===== src/rtl/aes_round_sequencer.sv =====
// AES-128 encrypt round sequencer: initial AddRoundKey, then NR issues to a shared
// SubByte/MixColumn datapath, XORing each returned state with its round key.
module aes_round_sequencer #(
  parameter int DATA_WIDTH = 128,
  parameter int NR         = 10,
  parameter int RK_IDX_W   = 4,
  parameter int TIMEOUT    = 16
) (
  input  logic                  clk,
  input  logic                  rst,
  input  logic                  in_valid,
  output logic                  in_ready,
  input  logic [DATA_WIDTH-1:0] data_in,
  output logic [RK_IDX_W-1:0]   rk_idx,
  input  logic [DATA_WIDTH-1:0] rk_in,
  output logic                  dp_valid_out,
  output logic [DATA_WIDTH-1:0] dp_state_out,
  output logic                  dp_final,
  input  logic                  dp_valid_in,
  input  logic [DATA_WIDTH-1:0] dp_state_in,
  output logic                  out_valid,
  input  logic                  out_ready,
  output logic [DATA_WIDTH-1:0] data_out,
  output logic                  busy,
  output logic                  err
);

  localparam int TW = (TIMEOUT > 2) ? $clog2(TIMEOUT) : 1;

  localparam logic [2:0] S_IDLE  = 3'd0;
  localparam logic [2:0] S_ISSUE = 3'd1;
  localparam logic [2:0] S_WAIT  = 3'd2;
  localparam logic [2:0] S_DONE  = 3'd3;
  localparam logic [2:0] S_ERR   = 3'd4;

  localparam logic [RK_IDX_W-1:0] LAST_RND = RK_IDX_W'(NR);
  localparam logic [TW-1:0]       TMAX     = TW'(TIMEOUT - 1);

  logic [2:0]            fsm;
  logic [RK_IDX_W-1:0]   round;
  logic [TW-1:0]         timer;
  logic [DATA_WIDTH-1:0] st;
  // Low while rst is held so in_ready reads 0 even though fsm already sits in IDLE.
  logic                  armed;

  always_ff @(posedge clk) begin
    if (rst) begin
      fsm   <= S_IDLE;
      round <= '0;
      timer <= '0;
      st    <= '0;
      armed <= 1'b0;
    end else begin
      armed <= 1'b1;
      case (fsm)
        S_IDLE: begin
          if (in_valid && in_ready) begin
            st    <= data_in ^ rk_in;
            round <= RK_IDX_W'(1);
            fsm   <= S_ISSUE;
          end
        end
        S_ISSUE: begin
          timer <= '0;
          fsm   <= S_WAIT;
        end
        S_WAIT: begin
          // A response landing on the last timeout cycle still wins.
          if (dp_valid_in) begin
            st <= dp_state_in ^ rk_in;
            if (round == LAST_RND) begin
              fsm <= S_DONE;
            end else begin
              round <= round + RK_IDX_W'(1);
              fsm   <= S_ISSUE;
            end
          end else if (timer == TMAX) begin
            fsm <= S_ERR;
          end else begin
            timer <= timer + TW'(1);
          end
        end
        S_DONE: begin
          if (out_ready) fsm <= S_IDLE;
        end
        S_ERR: fsm <= S_ERR;
        default: fsm <= S_IDLE;
      endcase
    end
  end

  assign in_ready     = armed && (fsm == S_IDLE);
  assign rk_idx       = (fsm == S_WAIT) ? round : '0;
  assign dp_valid_out = (fsm == S_ISSUE);
  assign dp_final     = (fsm == S_ISSUE) && (round == LAST_RND);
  assign dp_state_out = st;
  assign out_valid    = (fsm == S_DONE);
  assign data_out     = st;
  assign busy         = (fsm != S_IDLE);
  assign err          = (fsm == S_ERR);

endmodule


===== config.mk =====
export PLATFORM = sky130hd
export DESIGN_NAME = aes_round_sequencer
export DESIGN_NICKNAME = d
export VERILOG_FILES = /design/src/rtl/aes_round_sequencer.sv
export SDC_FILE = /design/constraint.sdc
export NUM_CORES = 1
export LEC_CHECK = 0
export CORE_AREA = 2 2 251 253
export CTS_CLUSTER_SIZE = 10
export DETAILED_ROUTE_END_ITERATION = 8
export DIE_AREA = 0 0 253 255
export HOLD_SLACK_MARGIN = 0.06
export PLACE_DENSITY_LB_ADDON = 0.15
export RECOVER_POWER = 25
export SYNTH_ARGS = -nofsm -noshare
export SYNTH_HDL_FRONTEND = slang
export SYNTH_SLANG_ARGS = --single-unit

===== constraint.sdc =====
create_clock -name clk -period 2 [get_ports clk]
set_input_delay 0.5 -clock clk [delete_from_list [all_inputs] [get_ports clk]]
set_output_delay 0.5 -clock clk [all_outputs]
set_load 0.05 [all_outputs]

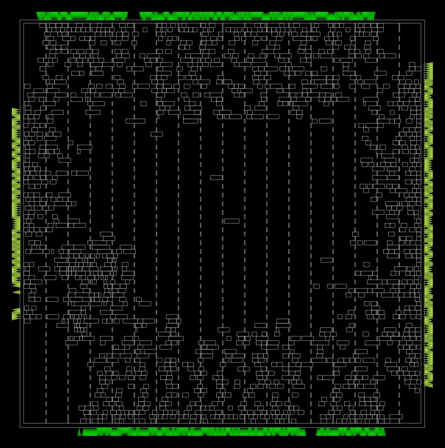
Fig. 1. Cell placement (run 1).
site row count: 92
total core area: 0.06216 mm2
Tapcells: 799
final core occ: 0.2488
# fillers: 6660

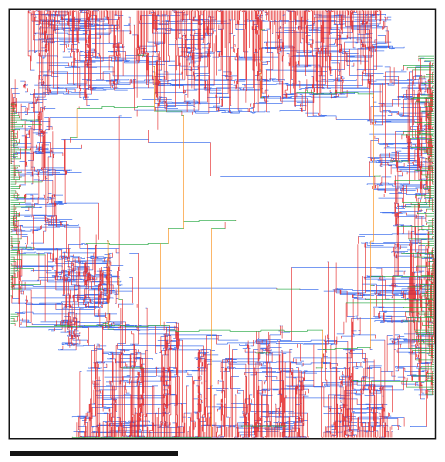
Fig. 2. Metal layers overlaid (run 1).
Scale bar: 100 um.
[red] met2 | wire length: 21.2 mm
[blue] met1 | wire length: 14700 um
[orange] met4 | wire length: 573 um
[green] met3 | wire length: 2210 um

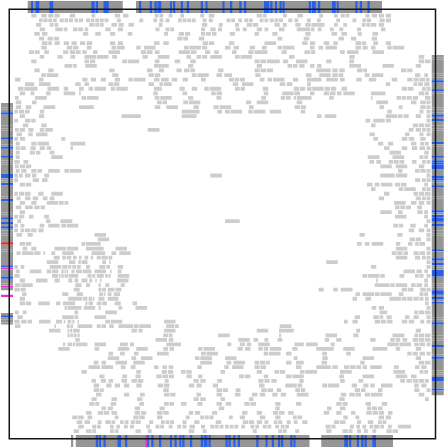
Fig. 3. I/O pins on the die edge (run 1).
Pins as bars across the die edge, other pins in grey.
[blue] dp_state_out | pins: 128 | direction: output | edge: 43 top, 37 bottom, 34 right, 14 left
[magenta] rk_idx | pins: 4 | direction: output | edge: 3 left, 1 bottom
[red] in_ready | pins: 1 | direction: output | edge: left

==> GITHUB_STEP_SUMMARY, run 1 <==
### Yosys + OpenROAD results

| Metric | Value |
|---|---|
| Outcome | finished, violations left |
| Failing checks | negative setup slack |
| # Cells Yosys | 771 |
| Critical-path top delay cell | or3_4 |
| Clk sink count | 140 |
| Max-cap violations | 0 |
| # DRC | 0 |
| CTS tree | done |
| Synth area leader | dfxtp_1 |
| CP endpoint kind | output port |
| Synth top area share | 0.3460 |
| Worst r2r src | fsm[0]$_SDFFE_PP0P_ |
| Die H | 255 um |
| Crit path max-delay family | simple AND/OR/NAND/NOR gates |
| Vias in the first global route | approximately 7.8k |
| Layout cells sized above 1 | 0.3049 |
| # nets final | 1741 |
| Setup crit end | in_ready |
| ANT nets after route | 0 |
| Seq power | 3.23 mW |
| Crit path buf inv count | 2 |
| Number of buffers created by CTS | 17 |
| First-pass GRT wire length | about 52000 um |
| Mapped Nets | 1163 |
| Int Power | 6.815 mW |
| P_clk | between 3 and 4 mW |
| Post-synthesis sequential area ratio | 0.3460 |
| Leak | 6.116 nW |
| Total grt overflow | 0 |
| Hold depth | 2 |
| Post-Synthesis Cells | 771 |
| Critical path fanouts, max | 5 |
| Hold-fix buffers, CTS | 0 |
| RSZ-0062 raised after global routing | yes |
| R2R cell count | 9 |
| Hold EP | timer[1]$_SDFFE_PP0P_ |
| Hold crit path type | reg2reg |
| Yosys warns | 0 |
| Most numerous logic cells after layout | clkdlybuf4s50_1, buf_4, dfxtp_1 |
| Clock period minus worst slack | ~2.1 ns |
| Fin. max-slew vios | 0 |
| Cell Type Count | 34 |
| Hold Slack | ~0.50 ns |
| Latency at later pin | ~0.47 ns |
| Post-synth ARST share | 0 |
| Drt total wl | 38700 um |
| DP Area | roughly 0.014 mm2 |
| Clock buffer depth | 2 |
| Gp weighted congestion | about 0.76 |
| Crit path launch type | register |
| Final Setup Violations | 8 |
| PnR worst setup slack | -0.1358 ns |
| Seq pwr share | 0.307 |
| Data arrival time of the critical path | 1.64 ns |
| Post-DP HPWL | 31250 um |
| Mean post-synth cell area | 10.51 um2 |
| Layout area overhead | 90.95% |
| PD cells | about 680 mW/mm2 |
| Hold_sp | timer[1]$_SDFFE_PP0P_ |
| I/O pin cnt | 655 |
| Reg area | 0.002811 mm2 |
| Commonest Layout Cell | clkdlybuf4s50_1 |
| Skew final | 0.01141 ns |
| Synth Flop Type | dfxtp_1 |
| Period Utilization, post-route | 1.068 |
| Worst-margin pin slew | 0.3489 ns |
| Rel. slew slack | 0.7607 |
| Max Freq | about 470 MHz |
| Crit path required time | 1.50 ns |
| Cell area leaders | dfxtp_1, mux2i_1, a22o_1 |
| Die area | 0.06452 mm2 |
| Critical Path Start | fsm[0]$_SDFFE_PP0P_ |
| Final Hold Viols | 0 |
| Post-synth top cells | dfxtp_1, buf_4, a22o_1, mux2i_1, xnor2_1 |
| Cell Chain, Critical Path | buf_6 > or3_4 > nor2_4 > buf_12 |
| Area reported by Yosys stat | 0.008100 mm2 |
| Kind of critical path | reg2out |
[run 1: per-layer routing]
metal / GRT usage / vias to the layer above / share of wire
met3: 0.02990 / 28 / 0.057
met1: 0.1247 / 3668 / 0.38
met4: 0.04041 / 0 / 0.015
met2: 0.2101 / 285 / 0.55
li1: - / 3776 / -
met5: 0 / - / 0
[run 1: kinds of logic after synthesis]
group                      count (synthesis)  share of synthesized area
adders and majority gates                  3                   0.004634
DFF                                      140                     0.3460
buffers and inverters                    180                     0.1661
xor gates and xnor gates                 130                     0.1406
AOI/OAI and AO/OA                        144                     0.1509
and+or+nand+nor                           45                    0.03229
muxes                                    129                     0.1596
[run 1: state kept, by name (all words and copies together) (netlist names)]
name,flops
armed,1
data_out,128
fsm,3
round,4
timer,4
[run 1: what timing repair did]
item,in CTS,in global routing
setup buffers,13,14
gates resized,30,36
pin swaps,16,7
cloned,1,1
setup endpoints to repair,10,109
[run 1: through the flow]
| stage | std cells | worst slack (ns) | setup TNS, ns | total power [mW] |
|---|---|---|---|---|
| after floorplan | 771 | 0.006242 | 0 | 5.655 |
| after global placement | 2101 | -0.3900 | -43.56 | 7.186 |
| after global routing | 2161 | -0.2174 | -1.320 | 11.00 |
| after CTS | 2146 | -0.2221 | -1.843 | 10.68 |
| final | 2162 | -0.1358 | -0.6145 | 10.51 |
| after detailed placement | 2101 | -0.4010 | -43.83 | 7.176 |
[run 1: cell type report]
class / instances / share of cell area
repair buffers: 734 / 0.4433
well taps: 799 / 0.06463
flip-flops and latches: 140 / 0.1818
multi-input cells: 451 / 0.2702
clock inverters: 7 / 0.007280
inverters: 5 / 0.001375
diodes: 2 / 0.0003236
clock buffers: 24 / 0.03114
==> run 1 -> run 2 <==
--- a/config.mk
+++ b/config.mk
@@ -5,6 +5,7 @@
 export SDC_FILE = /design/constraint.sdc
 export NUM_CORES = 1
 export LEC_CHECK = 0
+export CAP_MARGIN = 20
 export CORE_AREA = 2 2 251 253
 export CTS_CLUSTER_SIZE = 10
 export DETAILED_ROUTE_END_ITERATION = 8
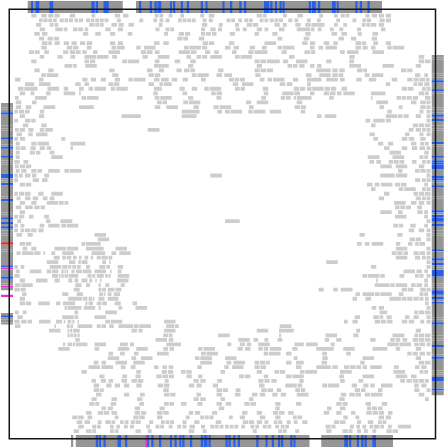
Fig. 4. I/O pins on the die edge (run 2).
Pins as bars across the die edge, other pins in grey.
[blue] dp_state_out | pins: 128 | direction: output | edge: 43 top, 37 bottom, 34 right, 14 left
[magenta] rk_idx | pins: 4 | direction: output | edge: 3 left, 1 bottom
[red] in_ready | pins: 1 | direction: output | edge: left
all pins by edge: 220 top, 198 bottom, 149 right, 88 left

==> run 2 against run 1 <==
Net effect: the flow still finishes with violations (negative setup slack); flip-flop count unchanged; sequential power about the same; utilization unchanged; highest routed layer unchanged; critical path type unchanged; final cell count unchanged; wire length unchanged; largest power group unchanged.
==> GITHUB_STEP_SUMMARY, run 2 <==
### Yosys + OpenROAD results

| Metric | Value |
|---|---|
| Post-synthesis sequential area ratio | 0.3460 (unchanged) |
| PnR worst setup slack | -0.1358 ns (unchanged) |
| Critical-path top delay cell | or3_4 |
| Synth mux share | 0.1596 (unchanged) |
| Clk sink count | 140 (unchanged) |
| Gp weighted congestion | 0.7561 (unchanged) |
| Cell Type Count | 34 (unchanged) |
| Flop2flop setup slack | 0.08 ns |
| Hold EP | timer[1]$_SDFFE_PP0P_ |
| Fin. max-slew vios | 0 (unchanged) |
| Cell area leaders | dfxtp_1, mux2i_1, a22o_1 |
| Clock period minus worst slack | 2.136 ns (unchanged) |
| Post-DP HPWL | 31250 um (unchanged) |
| RSZ-0062 raised after global routing | yes |
| Tot Pwr | 10.51 mW (unchanged) |
| Adder Share, Synth | 0.004634 (unchanged) |
| Drt total wl | 38700 um (unchanged) |
| Worst r2r src | fsm[0]$_SDFFE_PP0P_ |
| Failing checks | negative setup slack |
| Yosys warns | 0 (unchanged) |
| Site row count | 92 (unchanged) |
| Max H-tree Level | 4 |
| Root Buffer | clkbuf_16 |
| R2R cell count | 9 (unchanged) |
| 1st-iter DRT viols | 255 |
| CTS tree | done |
| Die area | 0.06452 mm2 (unchanged) |
| Kind of critical path | reg2out |
| Max Freq | 468.2 MHz (unchanged) |
| Crit path buf inv count | 2 (unchanged) |
| Rel. slew slack | 0.7607 (unchanged) |
| Mapped Nets | 1163 (unchanged) |
| Post-Synthesis Cells | 771 (unchanged) |
| Synth area leader | dfxtp_1 |
| Die H | 255 um (unchanged) |
| Clock buffer depth | 2 (unchanged) |
| Crit path launch type | register |
| Final Hold Viols | 0 (unchanged) |
| Layout area overhead | 90.95% (unchanged) |
| Outcome | finished, violations left |
| Synth Flop Type | dfxtp_1 |
| Hold crit path type | reg2reg |
| AO/OA Area Share | 0.1509 (unchanged) |
| # nets final | 1741 (unchanged) |
| # Cells Yosys | 771 (unchanged) |
| Skew final | 0.01141 ns (unchanged) |
| # fillers | 6660 (unchanged) |
| Number of buffers created by CTS | 17 (unchanged) |
| XORs/XNORs by Area | 0.1406 (unchanged) |
| ANT nets after route | 0 (unchanged) |
| I/O pin cnt | 655 (unchanged) |
| Vias per cell | 3.588 |
| PD cells | 679.5 mW/mm2 (unchanged) |
| Layout cells sized above 1 | 0.3049 (unchanged) |
| Worst-margin pin slew | 0.3489 ns (unchanged) |
| Setup crit end | in_ready |
| # DRC | 0 (unchanged) |
| Post-synth ARST share | 0 (unchanged) |
| Max reg flops | 128 (unchanged) |
| Final Setup Violations | 8 (unchanged) |
| Cell Chain, Critical Path | buf_6 > or3_4 > nor2_4 > buf_12 |
| Period Utilization, post-route | 1.068 (unchanged) |
| Latency at later pin | 0.47 ns (about the same) |
| Mean post-synth cell area | 10.51 um2 (unchanged) |
| Critical Path Start | fsm[0]$_SDFFE_PP0P_ |
| Init Core Util | 0.1303 |
| Synth top area share | 0.3460 (unchanged) |
| Commonest Layout Cell | clkdlybuf4s50_1 |
| Main logic family | buffers and inverters |
| Hold_sp | timer[1]$_SDFFE_PP0P_ |
| Basic Gates by Area | 0.03228 (unchanged) |
| Critical path fanouts, max | 5 (unchanged) |
| Hold depth | 2 (unchanged) |
| Post-synth top cells | dfxtp_1, buf_4, a22o_1, mux2i_1, xnor2_1 |
| Setup TNS | -0.6145 ns (unchanged) |
| GRT Util Overall | 0.1136 |
| Leak | 6.116 nW (unchanged) |
| Reg2reg end | data_out[28]$_SDFFE_PP0P_ |
| Total core area | 0.06216 mm2 (unchanged) |
| Total grt overflow | 0 (unchanged) |
| Max-cap violations | 0 (unchanged) |
| Vias in the first global route | 7820 (unchanged) |
| Crit path required time | 1.50 ns (about the same) |
| Most numerous logic cells after layout | clkdlybuf4s50_1, buf_4, dfxtp_1 |
| First-pass GRT wire length | 52340 um (unchanged) |
| CP endpoint kind | output port |
| Crit path max-delay family | simple AND/OR/NAND/NOR gates |
| Critical path depth in cells | 4 |
| Area reported by Yosys stat | 0.008100 mm2 (unchanged) |
| Data arrival time of the critical path | 1.64 ns (about the same) |
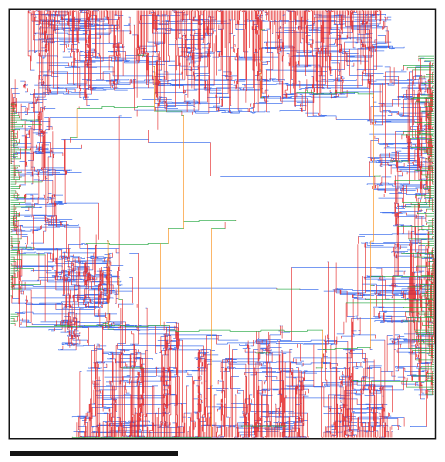
Fig. 5. Metal layers overlaid (run 2).
Scale bar: 100 um.
[green] met3 | wire length: 2210 um
[blue] met1 | wire length: 14700 um
[orange] met4 | wire length: 573 um
[red] met2 | wire length: 21.2 mm

## run 2: cell counts after synthesis
Identical to the previous run, type by type.
## run 2: report_power, final
part / internal (mW) / total (mW) / switching [mW]
Clock: 2.04 / 3.31 / 1.27
Combinational: 1.78 / 3.97 / 2.18
Sequential: 2.99 / 3.23 / 0.241
Total: 6.81 / 10.5 / 3.70
## run 2: tightest hold or removal path: stages, from the launching register on
cell and delay (ns):
dfxtp_1 0.32, nand3_1 0.06, a21oi_1 0.06
## run 2: what timing repair did
| action | CTS | global route |
|---|---|---|
| gates resized | 30 | 36 |
| endpoints found under the setup margin | 10 | 109 |
| gates cloned | 1 | 1 |
| pin swaps | 16 | 7 |
| setup buffers | 13 | 14 |
| hold buffers | 0 | 0 |
## run 2: per-stage QoR
stage | util | std cells | hold slack, ns | area, um2 | setup slack, ns
after detailed placement | 0.2305 | 2101 | 0.4913 | 14330 | -0.4010
final | 0.2488 | 2162 | 0.4974 | 15470 | -0.1358
after global placement | 0.2305 | 2101 | 0.4791 | 14330 | -0.3900
after global routing | 0.2488 | 2161 | 0.5222 | 15460 | -0.2174
after CTS | 0.2437 | 2146 | 0.4999 | 15150 | -0.2221
after floorplan | - | 771 | 0.4589 | 8118 | 0.006242
## run 2: layout make-up
cell class | instances | area (um2) | area share
inverter | 5 | 21.27 | 0.001375
multi-input combinational | 451 | 4179 | 0.2702
sequential | 140 | 2811 | 0.1818
antenna | 2 | 5.005 | 0.0003236
tap | 799 | 999.7 | 0.06463
clock buffer | 24 | 481.7 | 0.03114
timing repair buffer | 734 | 6857 | 0.4433
clock inverter | 7 | 112.6 | 0.007280
## run 2: metal layers
layer	vias to the layer above	GRT usage	routed length, um
li1	3776	-	-
met1	3668	0.1247	14750
met2	285	0.2101	21170
met3	28	0.02990	2212
met4	0	0.04041	573
met5	-	0	0
Fig. 6: run 2, clock network drawn from the DEF
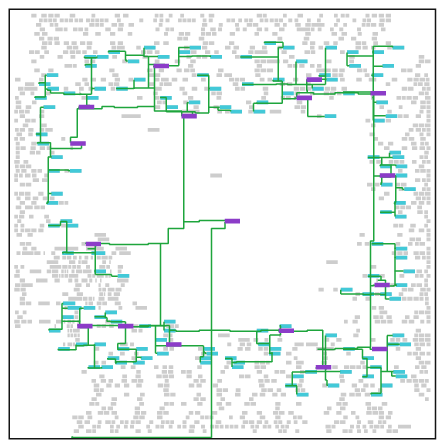

==> run 2 -> run 3 <==
==> constraint.sdc (replaced) <==
create_clock -name clk -period 2.65 [get_ports clk]
set_input_delay 0.6625 -clock clk [delete_from_list [all_inputs] [get_ports clk]]
set_output_delay 0.6625 -clock clk [all_outputs]
set_load 0.05 [all_outputs]
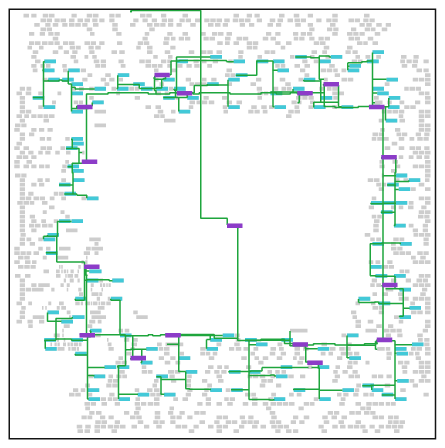
Fig. 7. Clock network drawn from the DEF (run 3).
[purple] cells driving clock nets | count: 17
[green] clock wires | length: 2650 um
[cyan] flip-flops | count: 140
routed clock nets: 18

==> run 3 against run 2 <==
Net effect: the flow now finishes without violations; synthesized cell count did not move; synthesized area did not move; register-to-register slack improved by 0.38 ns; wire length fell by 3.9%; count of clock-buffer cells in the layout fell by 4; flip-flop count did not move; total power fell by 26%; clock skew fell by 0.0013 ns; via count fell by 3.8%; setup slack improved by 0.26 ns; first-iteration DRC count rose by 1.2%; clock power fell by 26%; highest routed layer unchanged.
==> GITHUB_STEP_SUMMARY, run 3 <==
### Yosys + OpenROAD results

| Metric | Value |
|---|---|
| Data arrival time of the critical path | 1.87 ns (+0.23 ns) |
| Root Buffer | clkbuf_16 |
| Area reported by Yosys stat | 0.008100 mm2 (unchanged) |
| Max-cap violations | 0 (unchanged) |
| Post-synthesis sequential area ratio | 0.3460 (unchanged) |
| Max H-tree Level | 4 (unchanged) |
| Log Warnings | 27 |
| Number of port buffers | 654 |
| Hold-fix buffers, CTS | 0 (unchanged) |
| Post-synthesis cell type with the largest instance count | dfxtp_1 |
| Post-synth EDFFs | 0 |
| Synth Flop Type | dfxtp_1 |
| Final core occ | 0.2460 (-0.002798) |
| Post-synth top cells | dfxtp_1, buf_4, a22o_1, mux2i_1, xnor2_1 |
| Combinational gate power | 2.94 mW (-26%) |
| Vias per cell | 3.537 (-1.4%) |
| Gp weighted congestion | 0.7460 (-1.3%) |
| Latency at later pin | 0.47 ns (about the same) |
| Period Utilization, post-route | 0.9546 |
| GRT Util Overall | 0.1086 (-0.005069) |
| Vias | around 7.5k |
| Yosys warns | 0 (unchanged) |
| Leak | 5.237 nW (-14%) |
| 1st-iter DRT viols | 258 (+1.2%) |
| Net Sw Frac | 0.3548 (+0.003203) |
| Pre-CTS setup slack | 0.2427 ns (+0.6437 ns) |
| Mean post-synth cell area | 10.51 um2 (unchanged) |
| Hold Slack | 0.4959 ns (-0.001534 ns) |
| Outcome | finished, final reports clean |
| CTS tree | done |
| Drt total wl | 37200 um (-3.9%) |
| Clock period minus worst slack | 2.530 ns |
| Seq pwr share | 0.310 (+0.003) |
| Die H | 255 um (unchanged) |
| Most numerous logic cells after layout | clkdlybuf4s50_1, dfxtp_1, mux2i_1, xnor2_1, a22o_1 |
| Final Setup Violations | 0 (-8) |
| DP Cell Count | 2075 (-1.2%) |
| Drt pass-1 iters | 4 |
| Total grt overflow | 0 (unchanged) |
| ANT nets after route | 0 (unchanged) |
| Logic pwr share | 0.376 (about the same) |
| Worst-path clk slew | 0.06 ns |
| First-pass GRT wire length | 50860 um (-2.8%) |
| Kind of critical path | reg2out |
| Rel. slew slack | 0.4033 (-0.3574) |
| Synth flops | roughly 140 |
| Clk sink count | 140 (unchanged) |
| Post-DP HPWL | 30050 um (-3.8%) |
| Sw Pwr | 2.775 mW (-25%) |
| Total core area | 0.06216 mm2 (unchanged) |
| Fin. max-slew vios | 0 (unchanged) |
| Layout area overhead | 88.80% |
| Max Freq | roughly 400 MHz |
| Int Power | 5.047 mW (-26%) |
| # Cells Yosys | 771 (unchanged) |
| Width of the die | 253 um |
| Layout cells sized above 1 | 0.06035 (-0.2446) |
| Post-Syn Area | just over 0.008 mm2 |
| Post-Synthesis Cells | 771 (unchanged) |
| Max reg flops | 128 (unchanged) |
| Cell area leaders | dfxtp_1, mux2i_1, a22o_1 |
| Crit path required time | 1.99 ns (+0.49 ns) |
| Critical path fanouts, max | 10 (+5) |
| Max incr delay on CP | 0.51 ns |
| Hold EP | timer[1]$_SDFFE_PP0P_ |
| Commonest Layout Cell | clkdlybuf4s50_1 |
| R2R cell count | 6 (-3) |
| DP Area | 0.01471 mm2 (+2.7%) |
| Final Hold Viols | 0 (unchanged) |
| Site row count | 92 (unchanged) |
| Initial antenna violation count | 1 |
| Mapped Nets | 1163 (unchanged) |
| Clock buffer depth | 2 (unchanged) |
| Largest net degree at the start of global routing | 67 |
| Fin cells | 2109 (-2.5%) |
| Critical-path top delay cell | or3b_2 |
| Cell Type Count | 34 (unchanged) |
| Maximum VDD drop | 0.0004189 V |
| # DRC | 0 (unchanged) |
| Worst r2r src | fsm[1]$_SDFFE_PP0P_ |
| Skew final | 0.01006 ns (-0.001343 ns) |
| Vias in the first global route | 7728 (-1.2%) |
| I/O pin cnt | 655 (unchanged) |
| Setup TNS | 0 ns (+0.6145 ns) |
| PnR worst setup slack | 0.1203 ns (+0.2562 ns) |
| Cell Chain, Critical Path | buf_4 > or3b_2 > nor2_2 > buf_12 |
| Tot Pwr | 7.822 mW (-26%) |
| Top power group | combinational cells |
| Post-synth ARST share | 0 (unchanged) |
| Init Core Util | 0.1303 (unchanged) |
| Hold_sp | timer[1]$_SDFFE_PP0P_ |
| PD cells | 511.5 mW/mm2 (-25%) |
| Wire per inst | 17.64 um |
| Crit path launch type | register |
| Post-route cell area | 0.01529 mm2 (-1.1%) |
| RSZ-0062 raised after global routing | no |
| P_clk | 2.46 mW (-26%) |
| Hold crit path type | reg2reg |
| CP endpoint kind | output port |
| Worst-margin pin slew | 0.8951 ns (+0.5461 ns) |
| Synth area leader | dfxtp_1 |
| Clock share of power | 0.314 (about the same) |
| Number of buffers created by CTS | 17 (unchanged) |
| Die area | 0.06452 mm2 (unchanged) |
| Seq power | 2.43 mW (-25%) |
| Hold depth | 2 (unchanged) |
| Reg2reg end | data_out[105]$_SDFFE_PP0P_ |
| Flop2flop setup slack | 0.46 ns (+0.38 ns) |
| Synth top area share | 0.3460 (unchanged) |
| # nets final | 1689 (-3.0%) |
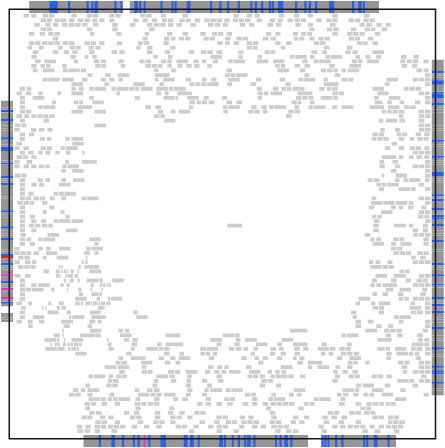
Fig. 8. I/O pins on the die edge (run 3).
Pins as bars across the die edge, other pins in grey.
[red] in_ready | pins: 1 | direction: output | edge: left
[magenta] rk_idx | pins: 4 | direction: output | edge: 3 left, 1 bottom
[blue] dp_state_out | pins: 128 | direction: output | edge: 44 top, 39 bottom, 30 right, 15 left
all pins by edge: 221 top, 193 bottom, 147 right, 94 left

==> run 3: per-layer routing <==
metal / GRT usage / wire length (um)
met1: 0.1173 / 14200
met2: 0.2023 / 20290
met3: 0.03020 / 2165
met4: 0.03770 / 544
met5: 0 / 0
==> run 3: what timing repair did <==
item / in CTS / in global routing
endpoints found under the setup margin: 9 / 4
hold endpoints to repair: 0 / 0
buffers inserted: 0 / 1
gates cloned: 0 / 1
resized: 9 / 4
pin swaps: 0 / 1
==> run 3: how the worst max path moves through the flow <==
stage,slack [ns],endpoint,depth (start not counted),start
2_1_floorplan,0.10,err,3,fsm[2]$_SDFFE_PP0P_
3_3_place_gp,0.26,data_out[43]$_SDFFE_PP0P_,6,in_valid
3_5_place_dp,0.24,data_out[95]$_SDFFE_PP0P_,7,in_valid
4_1_cts,0.003,dp_final,4,fsm[2]$_SDFFE_PP0P_
5_1_grt,0.007,rk_idx[2],4,fsm[1]$_SDFFE_PP0P_
6_report,0.12,rk_idx[0],4,fsm[2]$_SDFFE_PP0P_
==> run 3: logic make-up after synthesis <==
logic type,Yosys count,synth area share
adders and majority gates,3,0.004634
xor gates and xnor gates,130,0.1406
and+or+nand+nor,45,0.03229
muxes,129,0.1596
buffers and inverters,180,0.1661
AOI/OAI and AO/OA,144,0.1509
DFF,140,0.3460
==> run 3: critical path, delay by kind of cell (launching register included) <==
kind / cells / cell delay [ns]
and+or+nand+nor: 2 / 0.73
buffers and inverters: 2 / 0.35
DFF: 1 / 0.32
==> run 3: area by class of cell <==
type / count / area [um2]
inverters: 5 / 18.77
diodes: 1 / 2.502
clock inverters: 11 / 118.9
multi-input cells: 451 / 3971
clock buffers: 20 / 466.7
well taps: 799 / 999.7
fillers: 6729 / 46870
flip-flops and latches: 140 / 2805
repair buffers: 682 / 6910
Power is estimated from default activity; no workload was simulated.
